`config.mk`:
```
export PLATFORM = sky130hd
export DESIGN_NAME = yu_multicycle_alu
export DESIGN_NICKNAME = d
export VERILOG_FILES = /design/src/rtl/yu_multicycle_alu_pkg.sv /design/src/rtl/yu_seq_muldiv.sv /design/src/rtl/yu_multicycle_alu.sv
export SDC_FILE = /design/constraint.sdc
export NUM_CORES = 1
export LEC_CHECK = 0
export ABC_AREA = 1
export CORE_MARGIN = 3
export CORE_UTILIZATION = 40
export CTS_CLUSTER_DIAMETER = 50
export DETAILED_ROUTE_END_ITERATION = 7
export PLACE_DENSITY = 0.67
export SLEW_MARGIN = 10
export SYNTH_ARGS = -nofsm -noshare
export SYNTH_HDL_FRONTEND = slang
export SYNTH_SLANG_ARGS = --single-unit
```
`constraint.sdc`:
```
create_clock -name clk -period 10.24 [get_ports clk]
set_input_delay 3.072 -clock clk [delete_from_list [all_inputs] [get_ports clk]]
set_output_delay 3.072 -clock clk [all_outputs]
set_load 0.02 [all_outputs]
```
`src/rtl/yu_multicycle_alu_pkg.sv`:
```
// rtl/yu_multicycle_alu_pkg.sv - opcodes, FSM states and muldiv selectors for the Yu multicycle ALU
package yu_multicycle_alu_pkg;

  localparam int ALU_OP_W = 4;

  localparam logic [ALU_OP_W-1:0] ALU_ADD   = 4'd0;
  localparam logic [ALU_OP_W-1:0] ALU_SUB   = 4'd1;
  localparam logic [ALU_OP_W-1:0] ALU_AND   = 4'd2;
  localparam logic [ALU_OP_W-1:0] ALU_OR    = 4'd3;
  localparam logic [ALU_OP_W-1:0] ALU_XOR   = 4'd4;
  localparam logic [ALU_OP_W-1:0] ALU_SLT   = 4'd5;
  localparam logic [ALU_OP_W-1:0] ALU_SLTU  = 4'd6;
  localparam logic [ALU_OP_W-1:0] ALU_SLL   = 4'd7;
  localparam logic [ALU_OP_W-1:0] ALU_SRL   = 4'd8;
  localparam logic [ALU_OP_W-1:0] ALU_SRA   = 4'd9;
  localparam logic [ALU_OP_W-1:0] ALU_MUL   = 4'd10;
  localparam logic [ALU_OP_W-1:0] ALU_MULHU = 4'd11;
  localparam logic [ALU_OP_W-1:0] ALU_DIVU  = 4'd12;
  localparam logic [ALU_OP_W-1:0] ALU_REMU  = 4'd13;

  typedef enum logic [1:0] {
    ST_IDLE = 2'd0,
    ST_BUSY = 2'd1,
    ST_DONE = 2'd2
  } alu_state_t;

  // bit 1 selects divide, bit 0 selects the upper half of the shared accumulator
  localparam logic [1:0] MD_MUL   = 2'd0;
  localparam logic [1:0] MD_MULHU = 2'd1;
  localparam logic [1:0] MD_DIVU  = 2'd2;
  localparam logic [1:0] MD_REMU  = 2'd3;

  function automatic logic is_muldiv(input logic [ALU_OP_W-1:0] op);
    return (op >= ALU_MUL) && (op <= ALU_REMU);
  endfunction

endpackage

```
`src/rtl/yu_seq_muldiv.sv`:
```
// rtl/yu_seq_muldiv.sv - iterative shift-add multiplier and restoring divider
// One bit per cycle for XLEN cycles after start; done flags the final iteration.
module yu_seq_muldiv
  import yu_multicycle_alu_pkg::*;
#(
  parameter int XLEN = 32
) (
  input  logic            clk,
  input  logic            rst,
  input  logic            flush,
  input  logic            start,
  input  logic [1:0]      op,
  input  logic [XLEN-1:0] a,
  input  logic [XLEN-1:0] b,
  output logic            done,
  output logic [XLEN-1:0] result
);

  localparam int CW = $clog2(XLEN);

  logic [2*XLEN-1:0] acc;
  logic [2*XLEN-1:0] acc_nxt;
  logic [XLEN-1:0]   a_q;
  logic [XLEN-1:0]   b_q;
  logic [1:0]        op_q;
  logic [CW-1:0]     cnt;
  logic              busy;
  logic [XLEN:0]     mul_sum;
  logic [XLEN:0]     div_shift;

  // acc = {high, low}: product for mul, {remainder, quotient} for div
  always_comb begin
    acc_nxt   = acc;
    mul_sum   = {1'b0, acc[2*XLEN-1:XLEN]} + (acc[0] ? {1'b0, a_q} : {(XLEN+1){1'b0}});
    div_shift = {acc[2*XLEN-1:XLEN], acc[XLEN-1]};
    if (op_q[1]) begin
      if (div_shift >= {1'b0, b_q})
        acc_nxt = {div_shift[XLEN-1:0] - b_q, acc[XLEN-2:0], 1'b1};
      else
        acc_nxt = {div_shift[XLEN-1:0], acc[XLEN-2:0], 1'b0};
    end else begin
      acc_nxt = {mul_sum, acc[XLEN-1:1]};
    end
  end

  assign done   = busy && (cnt == CW'(XLEN-1));
  assign result = op_q[0] ? acc_nxt[2*XLEN-1:XLEN] : acc_nxt[XLEN-1:0];

  always_ff @(posedge clk or posedge rst) begin
    if (rst) begin
      acc  <= '0;
      a_q  <= '0;
      b_q  <= '0;
      op_q <= MD_MUL;
      cnt  <= '0;
      busy <= 1'b0;
    end else if (flush) begin
      acc  <= '0;
      a_q  <= '0;
      b_q  <= '0;
      op_q <= MD_MUL;
      cnt  <= '0;
      busy <= 1'b0;
    end else if (start) begin
      acc  <= op[1] ? {{XLEN{1'b0}}, a} : {{XLEN{1'b0}}, b};
      a_q  <= a;
      b_q  <= b;
      op_q <= op;
      cnt  <= '0;
      busy <= 1'b1;
    end else if (busy) begin
      acc <= acc_nxt;
      cnt <= cnt + CW'(1);
      if (done) busy <= 1'b0;
    end
  end

endmodule

```
`src/rtl/yu_multicycle_alu.sv`:
```
// rtl/yu_multicycle_alu.sv - multi-cycle ALU with valid/ready handshake
// Single-cycle ops resolve on the accept edge; mul/div run in yu_seq_muldiv.
module yu_multicycle_alu
  import yu_multicycle_alu_pkg::*;
#(
  parameter int XLEN = 32,
  parameter int OP_W = ALU_OP_W
) (
  input  logic            clk,
  input  logic            rst,
  input  logic            flush,
  input  logic            in_valid,
  output logic            in_ready,
  input  logic [XLEN-1:0] in_a,
  input  logic [XLEN-1:0] in_b,
  input  logic [OP_W-1:0] in_op,
  output logic            out_valid,
  input  logic            out_ready,
  output logic [XLEN-1:0] out_result,
  output logic            out_illegal
);

  localparam int SHW = $clog2(XLEN);

  alu_state_t      state;
  logic            accept;
  logic            op_is_md;
  logic [1:0]      md_op;
  logic            md_done;
  logic [XLEN-1:0] md_result;
  logic [XLEN-1:0] sc_result;
  logic            sc_illegal;
  logic [SHW-1:0]  shamt;

  assign in_ready = (state == ST_IDLE);
  assign accept   = in_valid && in_ready && !flush;
  assign op_is_md = is_muldiv(in_op);
  assign shamt    = in_b[SHW-1:0];

  always_comb begin
    sc_result  = '0;
    sc_illegal = 1'b0;
    case (in_op)
      ALU_ADD:  sc_result = in_a + in_b;
      ALU_SUB:  sc_result = in_a - in_b;
      ALU_AND:  sc_result = in_a & in_b;
      ALU_OR:   sc_result = in_a | in_b;
      ALU_XOR:  sc_result = in_a ^ in_b;
      ALU_SLT:  sc_result = {{(XLEN-1){1'b0}}, $signed(in_a) < $signed(in_b)};
      ALU_SLTU: sc_result = {{(XLEN-1){1'b0}}, in_a < in_b};
      ALU_SLL:  sc_result = in_a << shamt;
      ALU_SRL:  sc_result = in_a >> shamt;
      ALU_SRA:  sc_result = $unsigned($signed(in_a) >>> shamt);
      ALU_MUL, ALU_MULHU, ALU_DIVU, ALU_REMU: sc_result = '0;
      default:  sc_illegal = 1'b1;
    endcase
  end

  always_comb begin
    md_op = MD_MUL;
    case (in_op)
      ALU_MULHU: md_op = MD_MULHU;
      ALU_DIVU:  md_op = MD_DIVU;
      ALU_REMU:  md_op = MD_REMU;
      default:   md_op = MD_MUL;
    endcase
  end

  yu_seq_muldiv #(
    .XLEN(XLEN)
  ) u_muldiv (
    .clk    (clk),
    .rst    (rst),
    .flush  (flush),
    .start  (accept && op_is_md),
    .op     (md_op),
    .a      (in_a),
    .b      (in_b),
    .done   (md_done),
    .result (md_result)
  );

  always_ff @(posedge clk or posedge rst) begin
    if (rst) begin
      state       <= ST_IDLE;
      out_valid   <= 1'b0;
      out_result  <= '0;
      out_illegal <= 1'b0;
    end else if (flush) begin
      state       <= ST_IDLE;
      out_valid   <= 1'b0;
      out_result  <= '0;
      out_illegal <= 1'b0;
    end else begin
      case (state)
        ST_IDLE: begin
          if (accept) begin
            if (op_is_md) begin
              state <= ST_BUSY;
            end else begin
              state       <= ST_DONE;
              out_valid   <= 1'b1;
              out_result  <= sc_result;
              out_illegal <= sc_illegal;
            end
          end
        end
        ST_BUSY: begin
          if (md_done) begin
            state       <= ST_DONE;
            out_valid   <= 1'b1;
            out_result  <= md_result;
            out_illegal <= 1'b0;
          end
        end
        ST_DONE: begin
          // result held until the consumer takes it; re-accept only from IDLE
          if (out_ready) begin
            state     <= ST_IDLE;
            out_valid <= 1'b0;
          end
        end
        default: begin
          state     <= ST_IDLE;
          out_valid <= 1'b0;
        end
      endcase
    end
  end

endmodule

```
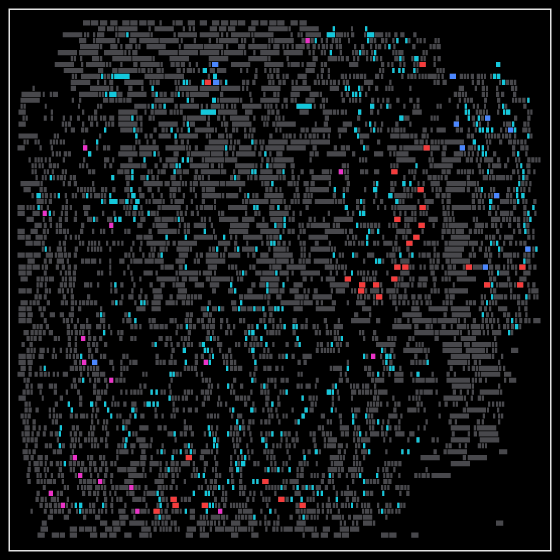
**Above:** gate-type map.
- cyan: nor cells (cells 396; most used nor2_1; where widely spread)
- red: xor and xnor cells (cells 30; most used xnor2_1)
- magenta: and/or cells (cells 18; most used and2_1)
- blue: non-inverting ao/oa cells (cells 11)
Commonest Layout Cell: nand2_1
combinational share of cell area: 63.1%
fin cells: 4,784

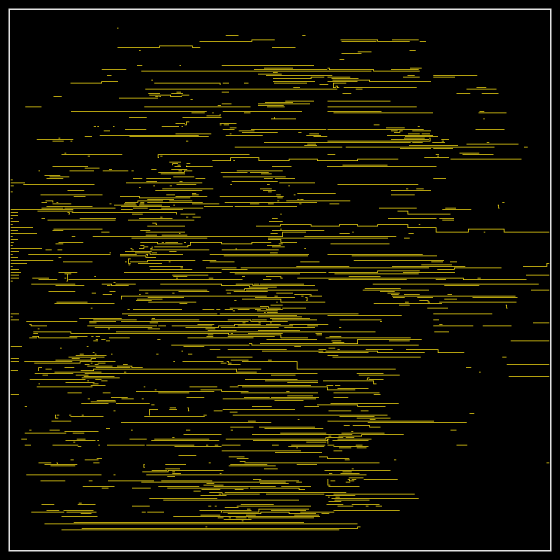
**Above:** the metal 3 layer.
- share of all routed wire: 11%
- nets with wire on the layer: 569
- longest straight run: 143 µm
- wire length on this layer: 13,100 µm
- main direction: horizontal
Vias: 28,200
drt total wl: 118,000 µm
met3 usage: 8.92%

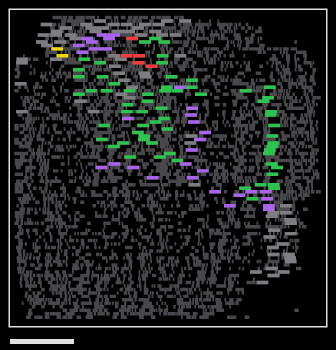
**Above:** where the registers sit.
The bar under the picture is 50 µm long. Other sequential cells in the stronger gray, the rest of the logic in the fainter gray.
- purple: u_muldiv.b_q (flops 32)
- red: u_muldiv.cnt (flops 5; where north)
- green: u_muldiv.acc (flops 64)
- yellow: state (flops 2)
utilization after layout: 44.6%
Seq. cell area: 4310 µm²
Seq power: 732 µW
sequential share of cell area: 17.0%

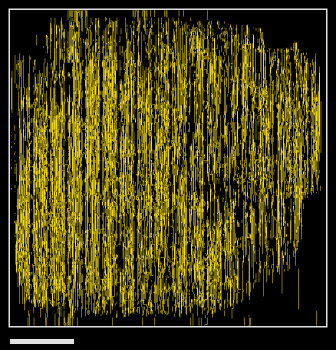
**Above:** signal wires on met2.
The bar under the picture is 50 µm long.
- main direction: vertical
- wire length on this layer: 49.6 mm
- share of all routed wire: 42%
- nets with wire on the layer: 3,367
met2 global-route usage: 57.5%

==> flow_metrics.tcl <==
# yosys + openroad results
set metrics [dict create \
    outcome "finished clean" \
    dpl.cell_count 4752 \
    crit_chain "clkdlybuf4s50_1 > nand2_1 > nor2_4 > buf_4 > inv_2 > o21ai_2 > nand2_2 > nor2_8 > nor2_8 > inv_4 > nor2_2 > inv_2 > buf_4 > nand4_1 > o21ai_0 > a21oi_1" \
    antenna_found_initial 7 \
    fp_util_pct 40.7 \
    drt_iter0_drc 3681 \
    grt_overflow 0 \
    postLayoutSetupSlackWorst_ps 2920 \
    final-setup-viol-count 0 \
    grt_pass1_wl_um 171000 \
    critPathArrivalTime_ps 7690 \
    reg2reg_to "u_muldiv.cnt[3]" \
    rows 87 \
    rsz0062_at_grt "false" \
    core_um2 56800 \
    cts_tree "yes" \
    clockRootBuffer "clkbuf_16" \
    netlist_instances 4020 \
    port_buffers 107 \
    finalMaxSlewViolations 0 \
    cts_buffers 17 \
    cp_top_family "buffers and inverters" \
    p_per_area_nw_per_um2 97.8 \
    critPathRequiredTime_ps 10610 \
    clkLatencyLatePin_ps 490 \
    path_buffers 6 \
    place_congestion 1.09 \
    syn_area_um2 23200 \
    slowest_stage "clkdlybuf4s50_1" \
    edf_count 0 \
    fin_crit_ps 7320 \
    crit_path_max_incr_delay_ps 560 \
    ant_nets 0 \
    warnings 96 \
    ff_type "dfrtp_1" \
    yosys_warnings 0 \
    final_cell_mix "nand2_1 (1,268), inv_1 (540), nand3_1 (460), nor2_1 (336), o21ai_0 (224)" \
    cap_violations 0 \
    final_nets 4258 \
    hold_class "reg -> reg" \
    wl_per_cell_um 24.7 \
    n_fill_cell 6398 \
    die_area_um2 60800 \
    area_delta_synth_final_pct 9.54 \
    finalHoldViolCount 0 \
    finClkSkew_ps 14.9 \
    io_pins 108 \
    final-comb-area_um2 16000 \
    layout-drive-gt1-share_pct 3.95 \
    whs_ps 482 \
    grt.total_usage_pct 38.3 \
    worst_pin_slew_ps 1210 \
    pre_cts_ws_ps 2600 \
    whs_path_depth 2 \
    ys_cells 4020 \
    p_total_uw 2480 \
    start_kind "primary input" \
    rr_startpoint "state[0]" \
    async_reset_ff_share_pct 100 \
    max_freq_mhz 137 \
    worstHoldEndpoint "out_result[2]" \
    syn_nets 4263 \
    via_per_inst 5.89 \
    cts_hold_buf 0 \
    peakVddDrop_uv 130 \
    end_kind "flip-flop" \
    clk_path_buf_depth 2 \
    antenna_cells 0 \
    grt_max_degree 107 \
    reg2reg_depth 11 \
    r2r_slack_ps 6410 \
    fin_tns_setup_ps 0 \
    die_y_um 247 \
    finalClockPeriodUsage_pct 71.5 \
    dp_hpwl_um 95400 \
    drtPass1Iterations 6 \
    syn_avg_cell_area_um2 5.76 \
    htree_levels 4 \
    die_w_um 247 \
    clock-sinks 172 \
    max-slew-margin-rel_pct 19.0 \
    cts_resized 0 \
    post_cts_buffers 0 \
    min_from "out_result[2]" \
    grt_pass1_vias 26000 \
    crit_type "in -> reg" \
    drc_errors 0 \
    yosys.stat.seqShare_pct 18.6 \
    yosysChipArea_um2 23200 \
    crit_fanout 65 \
    clkSlewWorstSetupHoldPaths_ps 70 \
    p_leak_uw 0.0132 \
    yosysUniqueCellTypes 58 \
    synth_flops 172 \
]
==> metrics by stage <==
step	utilization, %	instance area (µm²)
after CTS	44.6	25400
final	44.6	25400
after global placement	43.6	24800
after detailed placement	43.6	24800
after floorplan	-	23200
after global routing	44.6	25400
==> synthesized netlist by cell type (all sizes together) (3+ instances only) <==
master,n,area share [%]
dfrtp,172,19
nor3,38,0.86
o211ai,33,1.1
inv,560,9.1
a31oi,4,0.11
clkbuf,97,1.6
o21bai,19,0.62
o21a,4,0.13
fa,4,0.35
nand4,94,2.5
xnor2,18,0.68
a21oi,215,4.7
a211oi,33,1.1
a21o,4,0.13
o32ai,30,2.1
clkinv,4,0.065
mux2i,3,0.13
ha,166,9.0
a21boi,3,0.097
nand2,1273,21
o22ai,55,1.5
buf,75,1.6
a221oi,5,0.19
nand3,463,10
nand3b,13,0.42
xor2,12,0.45
nor2,353,6.1
and2,11,0.30
nor4,5,0.14
o21ai,237,5.1
or2,5,0.14
==> power by group <==
group | switching, µW | total (µW) | internal, µW
logic | 760 | 1060 | 299
clock network | 340 | 688 | 348
registers | 19.9 | 732 | 713
total | 1120 | 2480 | 1360
==> tightest hold or removal path: stages, from the launching register on <==
cell	delay, ps
dfrtp_1	340
nand2_1	50
nand2_1	60
==> area by class of cell <==
| cell class | count | share of cell area, % |
|---|---|---|
| clock buffers | 17 | 1.68 |
| inverters | 564 | 8.40 |
| repair buffers | 148 | 5.40 |
| well taps | 756 | 3.73 |
| clock inverters | 15 | 0.706 |
| flip-flops and latches | 172 | 17.0 |
| multi-input cells | 3112 | 63.1 |
==> flip-flops by register name, summed over array words and instances (netlist names) <==
register,count
u_muldiv.acc,64
out_result,32
u_muldiv.a_q,32
u_muldiv.b_q,32
u_muldiv.cnt,5
state,2
u_muldiv.op_q,2
out_illegal,1
out_valid,1
u_muldiv.busy,1
==> layer usage <==
layer	share of wire, %	track usage [%]	vias to the layer above
met4	7.0	22.3	10
met2	42	57.5	1640
li1	-	-	13100
met5	0.063	0	-
met1	40	50.0	13100
met3	11	8.92	341
==> how the worst max path moves through the flow <==
stage	cells after the start	start	slack, ps	endpoint
after floorplan	1	rst	2510	out_illegal
after global placement	16	in_op[2]	2650	u_muldiv.cnt[3]
after detailed placement	16	in_op[2]	2600	u_muldiv.cnt[3]
after CTS	16	in_op[2]	3110	u_muldiv.cnt[3]
after global routing	16	in_op[2]	2590	u_muldiv.cnt[3]
final	16	in_op[2]	2920	u_muldiv.cnt[3]
==> kinds of logic after synthesis <==
group | after synthesis | share of synthesized area (%)
and+or+nand+nor | 2259 | 41.4
buffers and inverters | 736 | 12.4
AOI/OAI and AO/OA | 650 | 17.1
DFF | 172 | 18.6
adders and majority gates | 170 | 9.32
xor gates and xnor gates | 30 | 1.13
muxes | 3 | 0.130
Power figures rest on the tool's default switching activity, not on a simulated workload.
